### Signal wires on met1, run 1

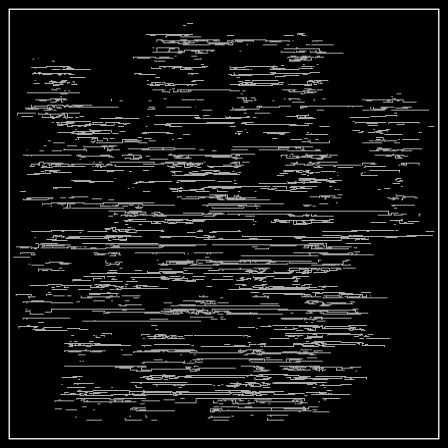
### Met2 routing, run 1

Bar = 50 µm. Cells faint in the background.
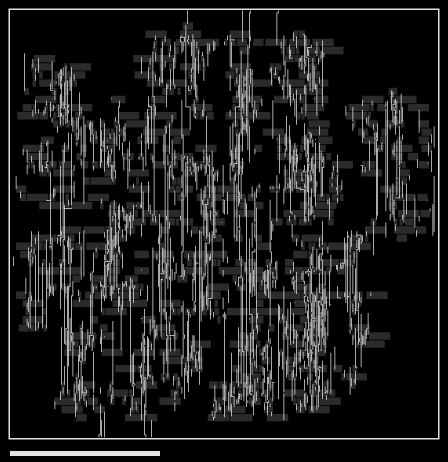
### Metal 3, run 1

Bar = 50 µm.
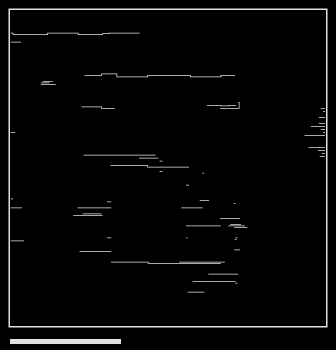
File: src/rtl/ice51_uart_pkg.sv
// ice51_uart_pkg: shared constants, state encodings and sizing helper for the ice51 UART loader.
package ice51_uart_pkg;
    localparam logic [7:0] ACK = 8'h06;
    localparam logic [7:0] NAK = 8'h15;
    localparam int BYTES_PER_WORD_DEFAULT = 1;

    typedef enum logic [2:0] {IDLE, LEN_HI, DATA, CSUM, ACK_TX, RUN} ldr_state_e;
    typedef enum logic [2:0] {RX_IDLE, RX_START, RX_DATA, RX_STOP, RX_DONE} rx_state_e;

    function automatic int bytes_per_word(input int data_w);
        return data_w / 8;
    endfunction
endpackage

File: src/rtl/ice51_uart_rx.sv
// ice51_uart_rx: 8N1 receiver with input synchroniser and start-glitch rejection;
// emits one-cycle byte-valid or framing-error pulses one cycle after the stop sample.
module ice51_uart_rx
    import ice51_uart_pkg::*;
#(
    parameter int CLKS_PER_BIT = 104
) (
    input  logic       clk_i,
    input  logic       rst_i,
    input  logic       rx_i,
    output logic [7:0] byte_o,
    output logic       valid_o,
    output logic       frame_err_o
);
    localparam int CW = $clog2(CLKS_PER_BIT);
    localparam logic [CW-1:0] HALF = CW'(CLKS_PER_BIT / 2 - 1);
    localparam logic [CW-1:0] FULL = CW'(CLKS_PER_BIT - 1);

    rx_state_e     state_q, state_d;
    logic [1:0]    sync_q;
    logic          prev_q;
    logic [CW-1:0] cnt_q, cnt_d;
    logic [2:0]    bit_q, bit_d;
    logic [7:0]    sh_q, sh_d;
    logic          stop_q, stop_d;
    logic          rx_s;

    assign rx_s = sync_q[1];

    always_ff @(posedge clk_i) begin
        if (rst_i) begin
            sync_q  <= 2'b11;
            prev_q  <= 1'b1;
            state_q <= RX_IDLE;
            cnt_q   <= '0;
            bit_q   <= '0;
            sh_q    <= '0;
            stop_q  <= 1'b0;
        end else begin
            sync_q  <= {sync_q[0], rx_i};
            prev_q  <= rx_s;
            state_q <= state_d;
            cnt_q   <= cnt_d;
            bit_q   <= bit_d;
            sh_q    <= sh_d;
            stop_q  <= stop_d;
        end
    end

    always_comb begin
        state_d = state_q;
        cnt_d   = cnt_q + 1'b1;
        bit_d   = bit_q;
        sh_d    = sh_q;
        stop_d  = stop_q;
        case (state_q)
            RX_IDLE: begin
                cnt_d = '0;
                if (prev_q && !rx_s) state_d = RX_START;
            end
            RX_START: if (cnt_q == HALF) begin
                cnt_d   = '0;
                bit_d   = '0;
                state_d = rx_s ? RX_IDLE : RX_DATA;
            end
            RX_DATA: if (cnt_q == FULL) begin
                cnt_d = '0;
                sh_d  = {rx_s, sh_q[7:1]};
                bit_d = bit_q + 3'd1;
                if (bit_q == 3'd7) state_d = RX_STOP;
            end
            RX_STOP: if (cnt_q == FULL) begin
                cnt_d   = '0;
                stop_d  = rx_s;
                state_d = RX_DONE;
            end
            default: state_d = RX_IDLE;
        endcase
    end

    assign byte_o      = sh_q;
    assign valid_o     = (state_q == RX_DONE) && stop_q;
    assign frame_err_o = (state_q == RX_DONE) && !stop_q;
endmodule

File: src/rtl/ice51_uart_loader.sv
// ice51_uart_loader: loads a length-prefixed, checksummed image from UART into code memory,
// holding the CPU in reset until the image is accepted and replying ACK or NAK.
module ice51_uart_loader
    import ice51_uart_pkg::*;
#(
    parameter int CLKS_PER_BIT = 104,
    parameter int ADDR_W       = 10,
    parameter int DATA_W       = 8,
    parameter int PRELOAD      = 0
) (
    input  logic              i_clk,
    input  logic              i_rst,
    input  logic              i_uart_rx,
    output logic              o_uart_tx,
    output logic              o_mem_we,
    output logic [ADDR_W-1:0] o_mem_addr,
    output logic [DATA_W-1:0] o_mem_wdata,
    output logic              o_cpu_rst,
    output logic              o_busy,
    output logic              o_err,
    input  logic              i_reload
);
    localparam int BYTES_PER_WORD = bytes_per_word(DATA_W);
    localparam int DEPTH = 1 << ADDR_W;
    localparam int TCW = $clog2(CLKS_PER_BIT);
    localparam logic [7:0] LAST_BYTE = 8'(BYTES_PER_WORD - 1);
    localparam logic [TCW-1:0] TX_FULL = TCW'(CLKS_PER_BIT - 1);

    ldr_state_e        state_q, state_d;
    logic [15:0]       len_q, len_d, n;
    logic [16:0]       words_q, words_d;
    logic [7:0]        bidx_q, bidx_d;
    logic [ADDR_W-1:0] addr_q, addr_d;
    logic [DATA_W-1:0] wbuf_q, wbuf_d, wdata_q, wdata_d;
    logic              we_q, we_d;
    logic [7:0]        sum_q, sum_d;
    logic              err_q, err_d;
    logic              ack_q, ack_d;
    logic [9:0]        txsh_q, txsh_d;
    logic [TCW-1:0]    txcnt_q, txcnt_d;
    logic [3:0]        txbit_q, txbit_d;
    logic              cpu_rst_q;
    logic              tx_load, tx_ack;
    logic [7:0]        rx_byte;
    logic              rx_valid, rx_err;

    ice51_uart_rx #(.CLKS_PER_BIT(CLKS_PER_BIT)) u_rx (
        .clk_i       (i_clk),
        .rst_i       (i_rst),
        .rx_i        (i_uart_rx),
        .byte_o      (rx_byte),
        .valid_o     (rx_valid),
        .frame_err_o (rx_err)
    );

    always_ff @(posedge i_clk) begin
        if (i_rst) begin
            state_q   <= (PRELOAD != 0) ? RUN : IDLE;
            len_q     <= '0;
            words_q   <= '0;
            bidx_q    <= '0;
            addr_q    <= '0;
            wbuf_q    <= '0;
            wdata_q   <= '0;
            we_q      <= 1'b0;
            sum_q     <= '0;
            err_q     <= 1'b0;
            ack_q     <= 1'b0;
            txsh_q    <= '1;
            txcnt_q   <= '0;
            txbit_q   <= '0;
            cpu_rst_q <= 1'b1;
        end else begin
            state_q   <= state_d;
            len_q     <= len_d;
            words_q   <= words_d;
            bidx_q    <= bidx_d;
            addr_q    <= addr_d;
            wbuf_q    <= wbuf_d;
            wdata_q   <= wdata_d;
            we_q      <= we_d;
            sum_q     <= sum_d;
            err_q     <= err_d;
            ack_q     <= ack_d;
            txsh_q    <= txsh_d;
            txcnt_q   <= txcnt_d;
            txbit_q   <= txbit_d;
            cpu_rst_q <= (state_d != RUN);
        end
    end

    always_comb begin
        state_d = state_q;
        len_d   = len_q;
        n       = {rx_byte, len_q[7:0]};
        words_d = words_q;
        bidx_d  = bidx_q;
        // The address steps after each write pulse, but never past the final word.
        addr_d  = (we_q && state_q == DATA) ? addr_q + 1'b1 : addr_q;
        wbuf_d  = wbuf_q;
        wdata_d = wdata_q;
        we_d    = 1'b0;
        sum_d   = sum_q;
        err_d   = err_q;
        ack_d   = ack_q;
        txsh_d  = txsh_q;
        txcnt_d = txcnt_q;
        txbit_d = txbit_q;
        tx_load = 1'b0;
        tx_ack  = 1'b0;
        if (rx_err && state_q inside {IDLE, LEN_HI, DATA, CSUM}) begin
            err_d   = 1'b1;
            tx_load = 1'b1;
        end
        case (state_q)
            IDLE: if (rx_valid) begin
                len_d   = {8'h00, rx_byte};
                err_d   = 1'b0;
                sum_d   = '0;
                state_d = LEN_HI;
            end
            LEN_HI: if (rx_valid) begin
                len_d = n;
                if ({16'h0, n} > 32'(DEPTH)) begin
                    err_d   = 1'b1;
                    tx_load = 1'b1;
                end else if (n == 16'd0) begin
                    state_d = CSUM;
                end else begin
                    state_d = DATA;
                    addr_d  = '0;
                    words_d = '0;
                    bidx_d  = '0;
                end
            end
            DATA: if (rx_valid) begin
                sum_d  = sum_q + rx_byte;
                wbuf_d = (wbuf_q >> 8) | (DATA_W'(rx_byte) << (DATA_W - 8));
                bidx_d = (bidx_q == LAST_BYTE) ? 8'd0 : bidx_q + 8'd1;
                if (bidx_q == LAST_BYTE) begin
                    we_d    = 1'b1;
                    wdata_d = wbuf_d;
                    words_d = words_q + 17'd1;
                    if (words_q + 17'd1 == {1'b0, len_q}) state_d = CSUM;
                end
            end
            CSUM: if (rx_valid) begin
                tx_load = 1'b1;
                tx_ack  = (rx_byte == sum_q);
                err_d   = !tx_ack;
            end
            ACK_TX: if (txcnt_q == TX_FULL) begin
                txcnt_d = '0;
                txsh_d  = {1'b1, txsh_q[9:1]};
                txbit_d = txbit_q + 4'd1;
                if (txbit_q == 4'd9) state_d = ack_q ? RUN : IDLE;
            end else begin
                txcnt_d = txcnt_q + 1'b1;
            end
            RUN: if (i_reload) state_d = IDLE;
            default: state_d = IDLE;
        endcase
        if (tx_load) begin
            state_d = ACK_TX;
            ack_d   = tx_ack;
            txsh_d  = {1'b1, tx_ack ? ACK : NAK, 1'b0};
            txcnt_d = '0;
            txbit_d = '0;
        end
    end

    assign o_uart_tx   = txsh_q[0];
    assign o_mem_we    = we_q;
    assign o_mem_addr  = addr_q;
    assign o_mem_wdata = wdata_q;
    assign o_cpu_rst   = cpu_rst_q;
    assign o_busy      = state_q inside {LEN_HI, DATA, CSUM, ACK_TX};
    assign o_err       = err_q;
endmodule
File: config.mk
export PLATFORM = sky130hd
export DESIGN_NAME = ice51_uart_loader
export DESIGN_NICKNAME = d
export VERILOG_FILES = /design/src/rtl/ice51_uart_pkg.sv /design/src/rtl/ice51_uart_rx.sv /design/src/rtl/ice51_uart_loader.sv
export SDC_FILE = /design/constraint.sdc
export NUM_CORES = 1
export LEC_CHECK = 0
export CORE_MARGIN = 1.5
export CORE_UTILIZATION = 30
export CTS_BUF_LIST = sky130_fd_sc_hd__clkbuf_4 sky130_fd_sc_hd__clkbuf_8
export DETAILED_ROUTE_END_ITERATION = 6
export MAX_ROUTING_LAYER = met4
export PLACE_DENSITY = 0.42
export REMOVE_ABC_BUFFERS = 1
export SLEW_MARGIN = 40
export SYNTH_ARGS = -nofsm -noshare
export SYNTH_HDL_FRONTEND = slang
export SYNTH_SLANG_ARGS = --single-unit
File: constraint.sdc
create_clock -name i_clk -period 3.15 [get_ports i_clk]
set_clock_uncertainty 0.2 [all_clocks]
set_input_delay 0.945 -clock i_clk [delete_from_list [all_inputs] [get_ports i_clk]]
set_output_delay 0.945 -clock i_clk [all_outputs]
set_load 0.01 [all_outputs]
==> flow_metrics.env, run 1 <==
# implementation run metrics
export IMPL_drc=0
export IMPL_wl_per_cell_um=14.58
export IMPL_rsz0062_at_grt="false"
export IMPL_p_comb_w=0.0000501
export IMPL_syn_avg_cell_area_um2=8.066
export IMPL_post_route_util_pct=36.37
export IMPL_p_total_w=0.003022
export IMPL_numCtsBuffers=17
export IMPL_flop_cell="dfxtp_1"
export IMPL_power_density_mw_per_mm2=439.7
export IMPL_worst_r2r_endpoint="o_cpu_rst$_SDFF_PP1_"
export IMPL_use_met2_pct=24.25
export IMPL_outcome="finished clean"
export IMPL_place_inst=992
export IMPL_cp_max_fo=7
export IMPL_leakage_nw=2.494
export IMPL_synthesis_area_mm2=0.005856
export IMPL_intPower_w=0.002387
export IMPL_postSynthSeqShare_pct=40.68
export IMPL_tool_warnings=27
export IMPL_r2r_slack_ns=0.19
export IMPL_ir_drop_mv=0.2198
export IMPL_first_pass_iters=4
export IMPL_logic_gate_count=550
export IMPL_postCtsSetupRepairBufs=0
export IMPL_pre_cts_ws_ns=0.1034
export IMPL_p_switching_w=0.0006350
export IMPL_clkPwrFrac_pct=48.3
export IMPL_antenna_found_initial=0
export IMPL_cp_start_kind="register"
export IMPL_max_freq_mhz=337.6
export IMPL_antennaDiodeCount=0
export IMPL_clockBufferDepth=2
export IMPL_grt_use_met1_pct=21.40
export IMPL_ctsResizeCount=0
export IMPL_r2r_start="words_q[1]$_SDFFE_PP0P_"
export IMPL_dr_wl_met2_um=6706
export IMPL_logic_area_mm2=0.003251
export IMPL_grt_pass1_wl_um=24940
export IMPL_cts_htree_levels=4
export IMPL_hp_class="register to register"
export IMPL_met3WireLength_um=545
export IMPL_rr_worst_depth=8
export IMPL_pg_clk_w=0.00146
export IMPL_ys_sh_adder_pct=3.974
export IMPL_worst_setup_path_type="register to register"
export IMPL_fin_crit_ns=2.962
export IMPL_crit_end="o_cpu_rst$_SDFF_PP1_"
export IMPL_startpoint="words_q[1]$_SDFFE_PP0P_"
export IMPL_cp_arrival_ns=3.07
export IMPL_synthArstFlopShare_pct=0
export IMPL_viasPerCell=4.989
export IMPL_fin_nets=773
export IMPL_postPlaceCellArea_mm2=0.006461
export IMPL_setup_slack_ns=0.1878
export IMPL_num_fill_cells=1995
export IMPL_layout_nonclk_buf_share_pct=6.956
export IMPL_synthMuxAreaShare_pct=0.7265
export IMPL_ff_latch_area_mm2=0.002384
export IMPL_seq_cell_power_w=0.00151
export IMPL_crit_buf_inv=0
export IMPL_maxCapViolCount=0
export IMPL_clk_pin_slew_ns=0.07
export IMPL_largest_reg_flops=17
export IMPL_most_common_cell="dfxtp_1"
export IMPL_final_cells=1020
export IMPL_common_cells="dfxtp_1 (119), nand2_1 (98), nor2_1 (87)"
export IMPL_core_mm2=0.01889
export IMPL_clk_latency_ns=0.44
export IMPL_clkbuf_count=24
export IMPL_die_x_um=142.7
export IMPL_well_tap_count=260
export IMPL_die_y_um=142.7
export IMPL_regMostFlops="words_q"
export IMPL_crit_chain="ha_2 > and3_1 > nand3_1 > xnor2_1 > or4b_1 > a211oi_1 > a31oi_1 > or3b_1"
export IMPL_fp_util_pct=30.99
export IMPL_ys_cells=726
export IMPL_crit_family="simple AND/OR/NAND/NOR gates"
export IMPL_lay_top_count="dfxtp_1"
export IMPL_fin_area_mm2=0.006872
export IMPL_dieArea_mm2=0.02037
export IMPL_flop_count=119
export IMPL_rows=50
export IMPL_cts_hold_buf=0
export IMPL_edf_count=0
export IMPL_first_global_vias=4751
export IMPL_simple_gate_area_share_pct=26.65
export IMPL_m1WireLength_um=7366
export IMPL_grt_total_usage_pct=16.22
export IMPL_gp_congestion=0.8319
export IMPL_relSlewSlack_pct=52.57
export IMPL_xor_area_share_pct=8.526
export IMPL_comb_area_share_pct=47.31
export IMPL_areaGrowthSynthToFinish_pct=17.35
export IMPL_top_cells_by_area="dfxtp_1 (41%), nand2_1 (6.3%), a21oi_1 (5.7%)"
export IMPL_synth_chip_area_mm2=0.005856
export IMPL_busiest_layer="met2"
export IMPL_synth_top_cell_by_area="dfxtp_1"
export IMPL_syn_inst=726
export IMPL_grt_max_degree=63
export IMPL_clock_tree_area_fraction_pct=5.827
export IMPL_num_io_pins=27
export IMPL_ys_flops=119
export IMPL_drive_above_1_share_pct=9.211
export IMPL_cp_depth=8
export IMPL_mostFrequentLayoutCells="dfxtp_1 (118), nand2_1 (98), nor2_1 (87)"
export IMPL_end_kind="register"
Back to the opening pictures, 'Signal wires on met1':
- main direction: horizontal
- wire length on this layer: 7370 µm

Back to the opening pictures, 'Met2 routing':
- wire length on this layer: 6710 µm
- longest straight run: 64.6 µm
- nets with wire on the layer: 607
- share of all routed wire: 45%
- main direction: vertical

Back to the opening pictures, 'Metal 3':
- longest straight run: 32.7 µm
- wire length on this layer: 545 µm
- nets with wire on the layer: 38
- main direction: horizontal
vias: 5089
met3 Use GR: 3.823%
Total Wirelength: 14870 µm

--- run 2 (diff from run 1) ---
--- a/config.mk
+++ b/config.mk
@@ -8,6 +8,7 @@
 export CORE_MARGIN = 1.5
 export CORE_UTILIZATION = 30
 export CTS_BUF_LIST = sky130_fd_sc_hd__clkbuf_4 sky130_fd_sc_hd__clkbuf_8
+export CTS_CLUSTER_SIZE = 16
 export DETAILED_ROUTE_END_ITERATION = 6
 export MAX_ROUTING_LAYER = met4
 export PLACE_DENSITY = 0.42
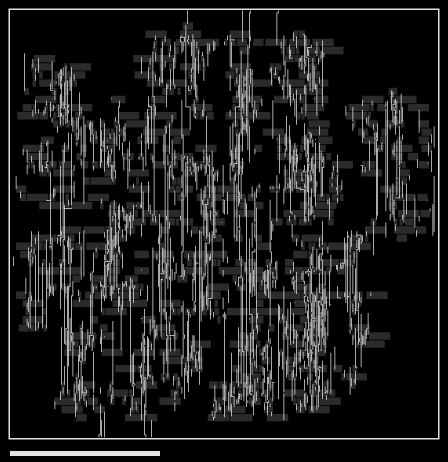
*Met2 routing, run 2*
Bar = 50 µm. Cells faint in the background.
- nets with wire on the layer: 607
- main direction: vertical
met2 Resource Use GR: 24.25%

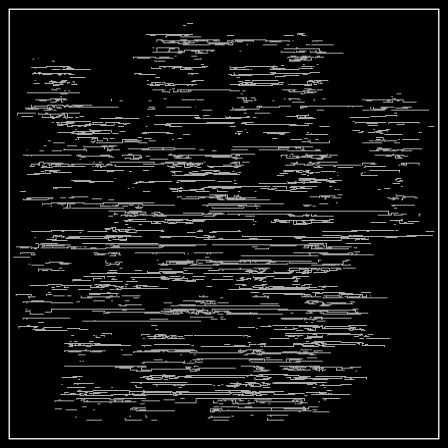
*Signal wires on met1, run 2*
- main direction: horizontal
- longest straight run: 59.8 µm
- share of all routed wire: 50%

==> flow_metrics.env, run 2 <==
# implementation run metrics
export IMPL_outcome="finished clean"
export IMPL_finalHoldViolCount=0
export IMPL_intPower_w=0.002387
export IMPL_num_io_pins=27
export IMPL_cp_max_fo=7
export IMPL_max_freq_mhz=337.6
export IMPL_rr_worst_depth=8
export IMPL_fin_crit_ns=2.962
export IMPL_clock_tree_area_fraction_pct=5.827
export IMPL_r2r_start="words_q[1]$_SDFFE_PP0P_"
export IMPL_wl_per_cell_um=14.58
export IMPL_logic_gate_count=550
export IMPL_first_global_vias=4751
export IMPL_ys_sh_adder_pct=3.974
export IMPL_ys_cells=726
export IMPL_top_cells_by_area="dfxtp_1 (41%), nand2_1 (6.3%), a21oi_1 (5.7%)"
export IMPL_grt_use_met1_pct=21.40
export IMPL_use_met3_pct=3.823
export IMPL_cts_htree_levels=4
export IMPL_antennaDiodeCount=0
export IMPL_drc=0
export IMPL_fp_util_pct=30.99
export IMPL_syn_avg_cell_area_um2=8.066
export IMPL_end_kind="register"
export IMPL_grt_total_usage_pct=16.22
export IMPL_sh_seq_area_pct=34.69
export IMPL_cp_required_ns=3.26
export IMPL_mostFrequentLayoutCells="dfxtp_1 (118), nand2_1 (98), nor2_1 (87)"
export IMPL_worst_r2r_endpoint="o_cpu_rst$_SDFF_PP1_"
export IMPL_fin_area_mm2=0.006872
export IMPL_synth_chip_area_mm2=0.005856
export IMPL_drt_total_wl_um=14870
export IMPL_rows=50
export IMPL_clockBufferDepth=2
export IMPL_ir_drop_mv=0.2198
export IMPL_busiest_layer="met2"
export IMPL_numCtsBuffers=17
export IMPL_common_cells="dfxtp_1 (119), nand2_1 (98), nor2_1 (87)"
export IMPL_fin_crit_sh_pct=94.04
export IMPL_ys_flops=119
export IMPL_hp_class="register to register"
export IMPL_edf_count=0
export IMPL_num_fill_cells=1995
export IMPL_postCtsSetupRepairBufs=0
export IMPL_power_density_mw_per_mm2=439.7
export IMPL_regMostFlops="words_q"
export IMPL_logic_area_mm2=0.003251
export IMPL_dieArea_mm2=0.02037
export IMPL_m1WireLength_um=7366
export IMPL_ctsResizeCount=0
export IMPL_startpoint="words_q[1]$_SDFFE_PP0P_"
export IMPL_die_y_um=142.7
export IMPL_p_switching_w=0.0006350
export IMPL_rsz0062_at_grt="false"
export IMPL_clock_sinks=119
export IMPL_cp_depth=8
export IMPL_worst_setup_path_type="register to register"
export IMPL_grt_max_degree=63
export IMPL_flop_count=119
export IMPL_setup_slack_ns=0.1878
export IMPL_crit_end="o_cpu_rst$_SDFF_PP1_"
export IMPL_syn_inst=726
export IMPL_maxCapViolCount=0
export IMPL_layout_nonclk_buf_share_pct=6.956
export IMPL_cts_hold_buf=0
export IMPL_clkPwrFrac_pct=48.3
export IMPL_pg_clk_w=0.00146
export IMPL_p_total_w=0.003022
export IMPL_synthArstFlopShare_pct=0
export IMPL_cp_start_kind="register"
export IMPL_tool_warnings=27
export IMPL_largest_reg_flops=17
export IMPL_tns_ns=0
export IMPL_antenna_found_initial=0
export IMPL_most_common_cell="dfxtp_1"
export IMPL_postPlaceCellArea_mm2=0.006461
export IMPL_inv_count=9
export IMPL_comb_area_share_pct=47.31
export IMPL_lay_top_count="dfxtp_1"
export IMPL_well_tap_count=260
export IMPL_gp_congestion=0.8319
export IMPL_dr_wl_met2_um=6706
export IMPL_crit_buf_inv=0
export IMPL_place_inst=992
export IMPL_flop_cell="dfxtp_1"
export IMPL_dr_total_vias=5089
export IMPL_pre_cts_ws_ns=0.1034
export IMPL_viasPerCell=4.989
export IMPL_final_cells=1020
export IMPL_areaGrowthSynthToFinish_pct=17.35
export IMPL_die_x_um=142.7
export IMPL_relSlewSlack_pct=52.57
export IMPL_postSynthSeqShare_pct=40.68
export IMPL_post_route_util_pct=36.37
export IMPL_r2r_slack_ns=0.19
export IMPL_crit_family="simple AND/OR/NAND/NOR gates"
export IMPL_leakage_nw=2.494
export IMPL_grt_pass1_wl_um=24940
export IMPL_seq_cell_power_w=0.00151
export IMPL_synthesis_area_mm2=0.005856
export IMPL_p_comb_share_pct=1.7
export IMPL_p_comb_w=0.0000501
export IMPL_core_mm2=0.01889
export IMPL_fin_nets=773
export IMPL_synth_top_cell_by_area="dfxtp_1"
export IMPL_ff_latch_area_mm2=0.002384
export IMPL_drive_above_1_share_pct=9.211
export IMPL_xor_area_share_pct=8.526
export IMPL_clk_latency_ns=0.44
export IMPL_crit_chain="ha_2 > and3_1 > nand3_1 > xnor2_1 > or4b_1 > a211oi_1 > a31oi_1 > or3b_1"
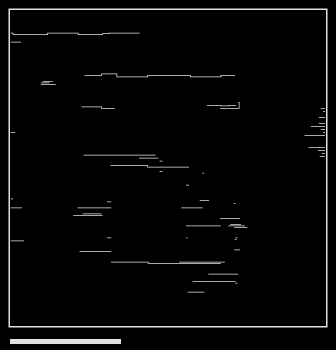
*Metal 3, run 2*
Bar = 50 µm.
- share of all routed wire: 3.7%
- nets with wire on the layer: 38

### The metal 4 layer, run 2

Cells faint in the background.
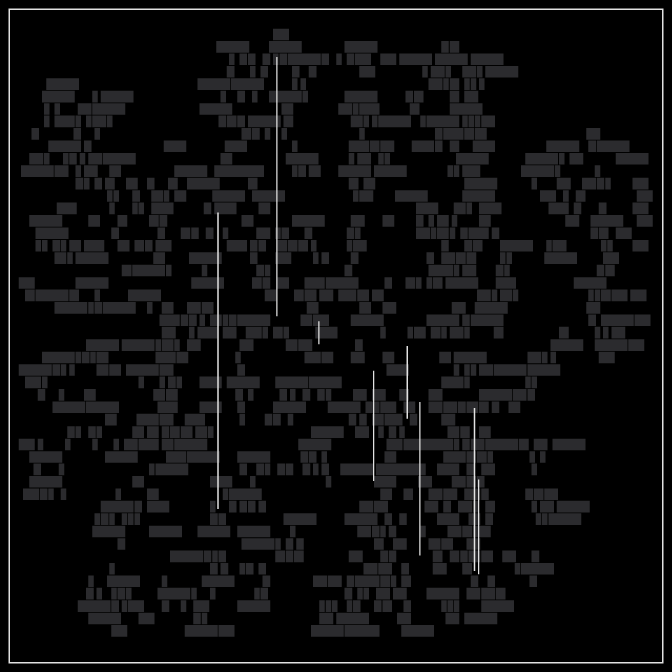

--- run 3 (diff from run 2) ---
--- a/config.mk
+++ b/config.mk
@@ -6,12 +6,13 @@
 export NUM_CORES = 1
 export LEC_CHECK = 0
 export CORE_MARGIN = 1.5
-export CORE_UTILIZATION = 30
+export CORE_UTILIZATION = 35
 export CTS_BUF_LIST = sky130_fd_sc_hd__clkbuf_4 sky130_fd_sc_hd__clkbuf_8
 export CTS_CLUSTER_SIZE = 16
 export DETAILED_ROUTE_END_ITERATION = 6
+export GPL_TIMING_DRIVEN = 0
 export MAX_ROUTING_LAYER = met4
-export PLACE_DENSITY = 0.42
+export PLACE_DENSITY = 0.48
 export REMOVE_ABC_BUFFERS = 1
 export SLEW_MARGIN = 40
 export SYNTH_ARGS = -nofsm -noshare
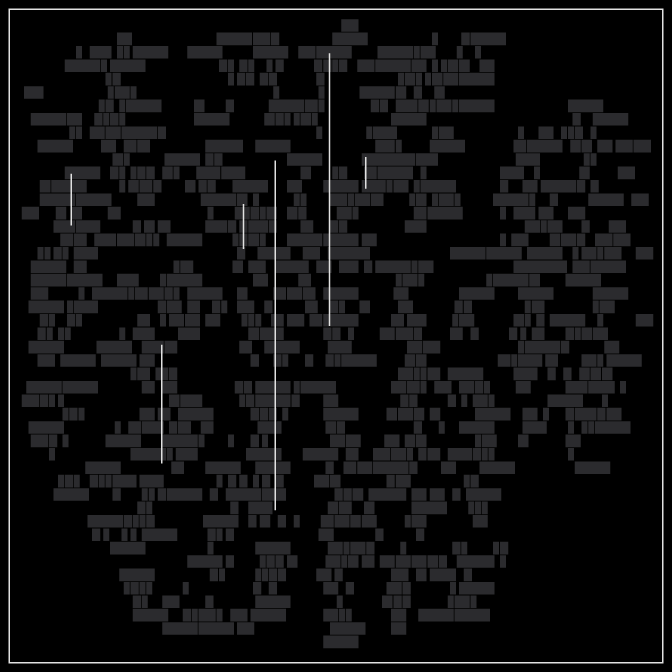
*The metal 4 layer, run 3*
Cells faint in the background.
- main direction: vertical
- longest straight run: 70.7 µm
vias: 5043
Total Wirelength: 14190 µm

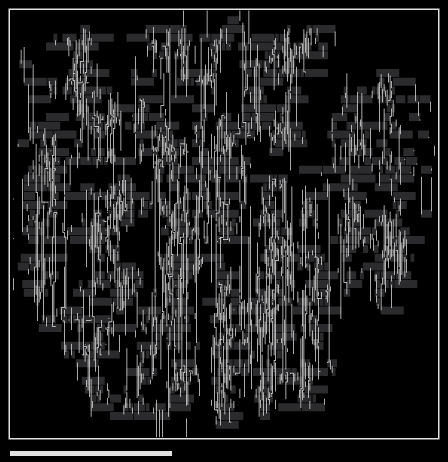
*Met2 routing, run 3*
Bar = 50 µm. Cells faint in the background.
- share of all routed wire: 46%
- nets with wire on the layer: 586

==> flow_metrics.env, run 3 <==
# implementation run metrics
export IMPL_pg_clk_w=0.00137
export IMPL_well_tap_count=220
export IMPL_cp_max_fo=21
export IMPL_first_global_vias=4535
export IMPL_met3WireLength_um=669
export IMPL_common_cells="dfxtp_1 (119), nand2_1 (98), nor2_1 (87)"
export IMPL_viasPerCell=5.231
export IMPL_die_x_um=132.3
export IMPL_r2r_start="state_q[0]$_SDFF_PP0_"
export IMPL_outcome="finished clean"
export IMPL_largest_cell_class="combinational gates"
export IMPL_rr_worst_depth=8
export IMPL_intPower_w=0.002259
export IMPL_pre_cts_ws_ns=-0.8542
export IMPL_worst_setup_path_type="register to register"
export IMPL_synthArstFlopShare_pct=0
export IMPL_worst_pin_slew_ns=0.7789
export IMPL_p_switching_w=0.0006748
export IMPL_use_met3_pct=4.344
export IMPL_syn_inst=726
export IMPL_ff_latch_area_mm2=0.002389
export IMPL_cp_required_ns=3.27
export IMPL_sh_seq_area_pct=35.43
export IMPL_clk_pin_slew_ns=0.07
export IMPL_power_density_mw_per_mm2=435.1
export IMPL_dr_wl_met2_um=6577
export IMPL_numCtsBuffers=17
export IMPL_crit_end="o_cpu_rst$_SDFF_PP1_"
export IMPL_grt_max_degree=49
export IMPL_m1WireLength_um=6763
export IMPL_hp_class="register to register"
export IMPL_mostFrequentLayoutCells="dfxtp_1 (116), nand2_1 (98), nor2_1 (86)"
export IMPL_synth_chip_area_mm2=0.005856
export IMPL_cp_start_kind="register"
export IMPL_logic_gate_count=550
export IMPL_ys_flops=119
export IMPL_first_pass_iters=5
export IMPL_postCtsSetupRepairBufs=2
export IMPL_synth_top_cell_by_area="dfxtp_1"
export IMPL_xor_area_share_pct=8.526
export IMPL_gp_congestion=0.8047
export IMPL_leakage_nw=2.398
export IMPL_layout_nonclk_buf_share_pct=4.918
export IMPL_flop_cell="dfxtp_1"
export IMPL_antennaDiodeCount=0
export IMPL_rsz0062_at_grt="false"
export IMPL_fin_crit_ns=3.043
export IMPL_setup_slack_ns=0.1072
export IMPL_seq_cell_power_w=0.00151
export IMPL_worst_r2r_endpoint="o_cpu_rst$_SDFF_PP1_"
export IMPL_ys_sh_adder_pct=3.974
export IMPL_areaGrowthSynthToFinish_pct=15.13
export IMPL_cts_htree_levels=4
export IMPL_edf_count=0
export IMPL_clk_latency_ns=0.44
export IMPL_wl_per_cell_um=14.71
export IMPL_drc=0
export IMPL_antenna_found_initial=0
export IMPL_relSlewSlack_pct=48.01
export IMPL_die_y_um=132.3
export IMPL_cp_arrival_ns=3.17
export IMPL_busiest_layer="met2"
export IMPL_simple_gate_area_share_pct=26.65
export IMPL_dieArea_mm2=0.01752
export IMPL_syn_avg_cell_area_um2=8.066
export IMPL_flop_count=119
export IMPL_r2r_slack_ns=0.11
export IMPL_crit_buf_inv=1
export IMPL_ir_drop_mv=0.2417
export IMPL_crit_chain="nor3b_4 > buf_4 > a21oi_1 > nand2b_4 > or4_1 > nor4_4 > a31oi_1 > or3b_1"
export IMPL_logic_area_mm2=0.003321
export IMPL_fin_crit_sh_pct=96.60
export IMPL_max_freq_mhz=328.6
export IMPL_tool_warnings=28
export IMPL_largest_reg_flops=17
export IMPL_rows=47
export IMPL_comb_area_share_pct=49.26
export IMPL_clkPwrFrac_pct=46.8
export IMPL_p_comb_share_pct=1.7
export IMPL_grt_use_met1_pct=21.51
export IMPL_grt_total_usage_pct=16.96
export IMPL_grt_pass1_wl_um=22970
export IMPL_startpoint="state_q[0]$_SDFF_PP0_"
export IMPL_place_inst=928
export IMPL_use_met2_pct=26.61
export IMPL_ys_cells=726
export IMPL_p_comb_w=0.0000491
export IMPL_clockBufferDepth=2
export IMPL_clock_sinks=119
export IMPL_tns_ns=0
export IMPL_end_kind="register"
export IMPL_ctsResizeCount=11
export IMPL_num_io_pins=27
export IMPL_inv_count=9
export IMPL_drive_above_1_share_pct=9.140
export IMPL_clkbuf_count=19
export IMPL_most_common_cell="dfxtp_1"
export IMPL_final_cells=964
export IMPL_num_fill_cells=1666
export IMPL_fin_nets=753
export IMPL_postPlaceCellArea_mm2=0.006257
export IMPL_synthesis_area_mm2=0.005856
export IMPL_fin_area_mm2=0.006741
export IMPL_cts_hold_buf=0
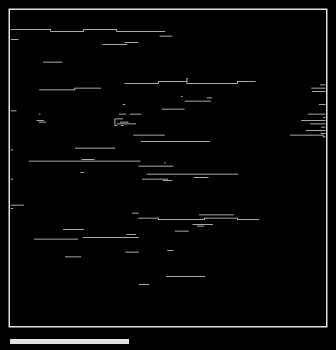
*Metal 3, run 3*
Bar = 50 µm.
- share of all routed wire: 4.7%
- longest straight run: 46.5 µm
- main direction: horizontal
- wire length on this layer: 669 µm


==> layout pictures side by side <==
Congestion heat map.
Plate I
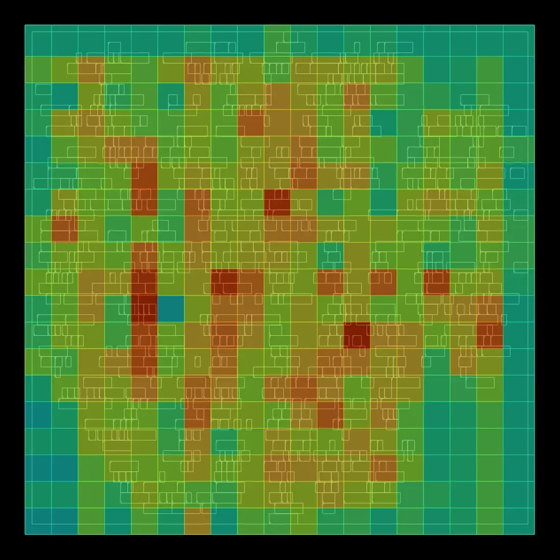
Plate II
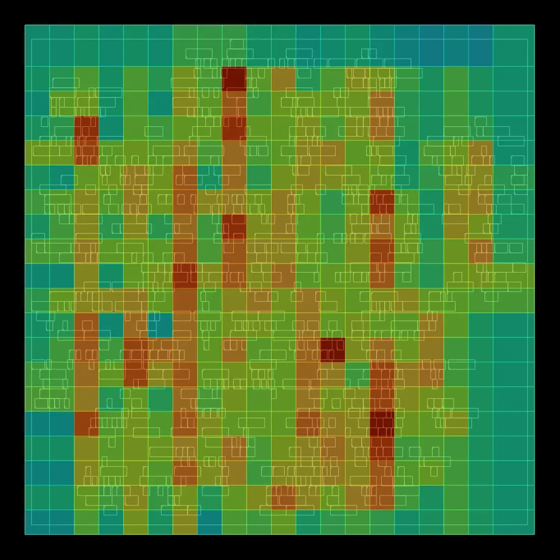
run 1: Plate II
run 3: Plate I

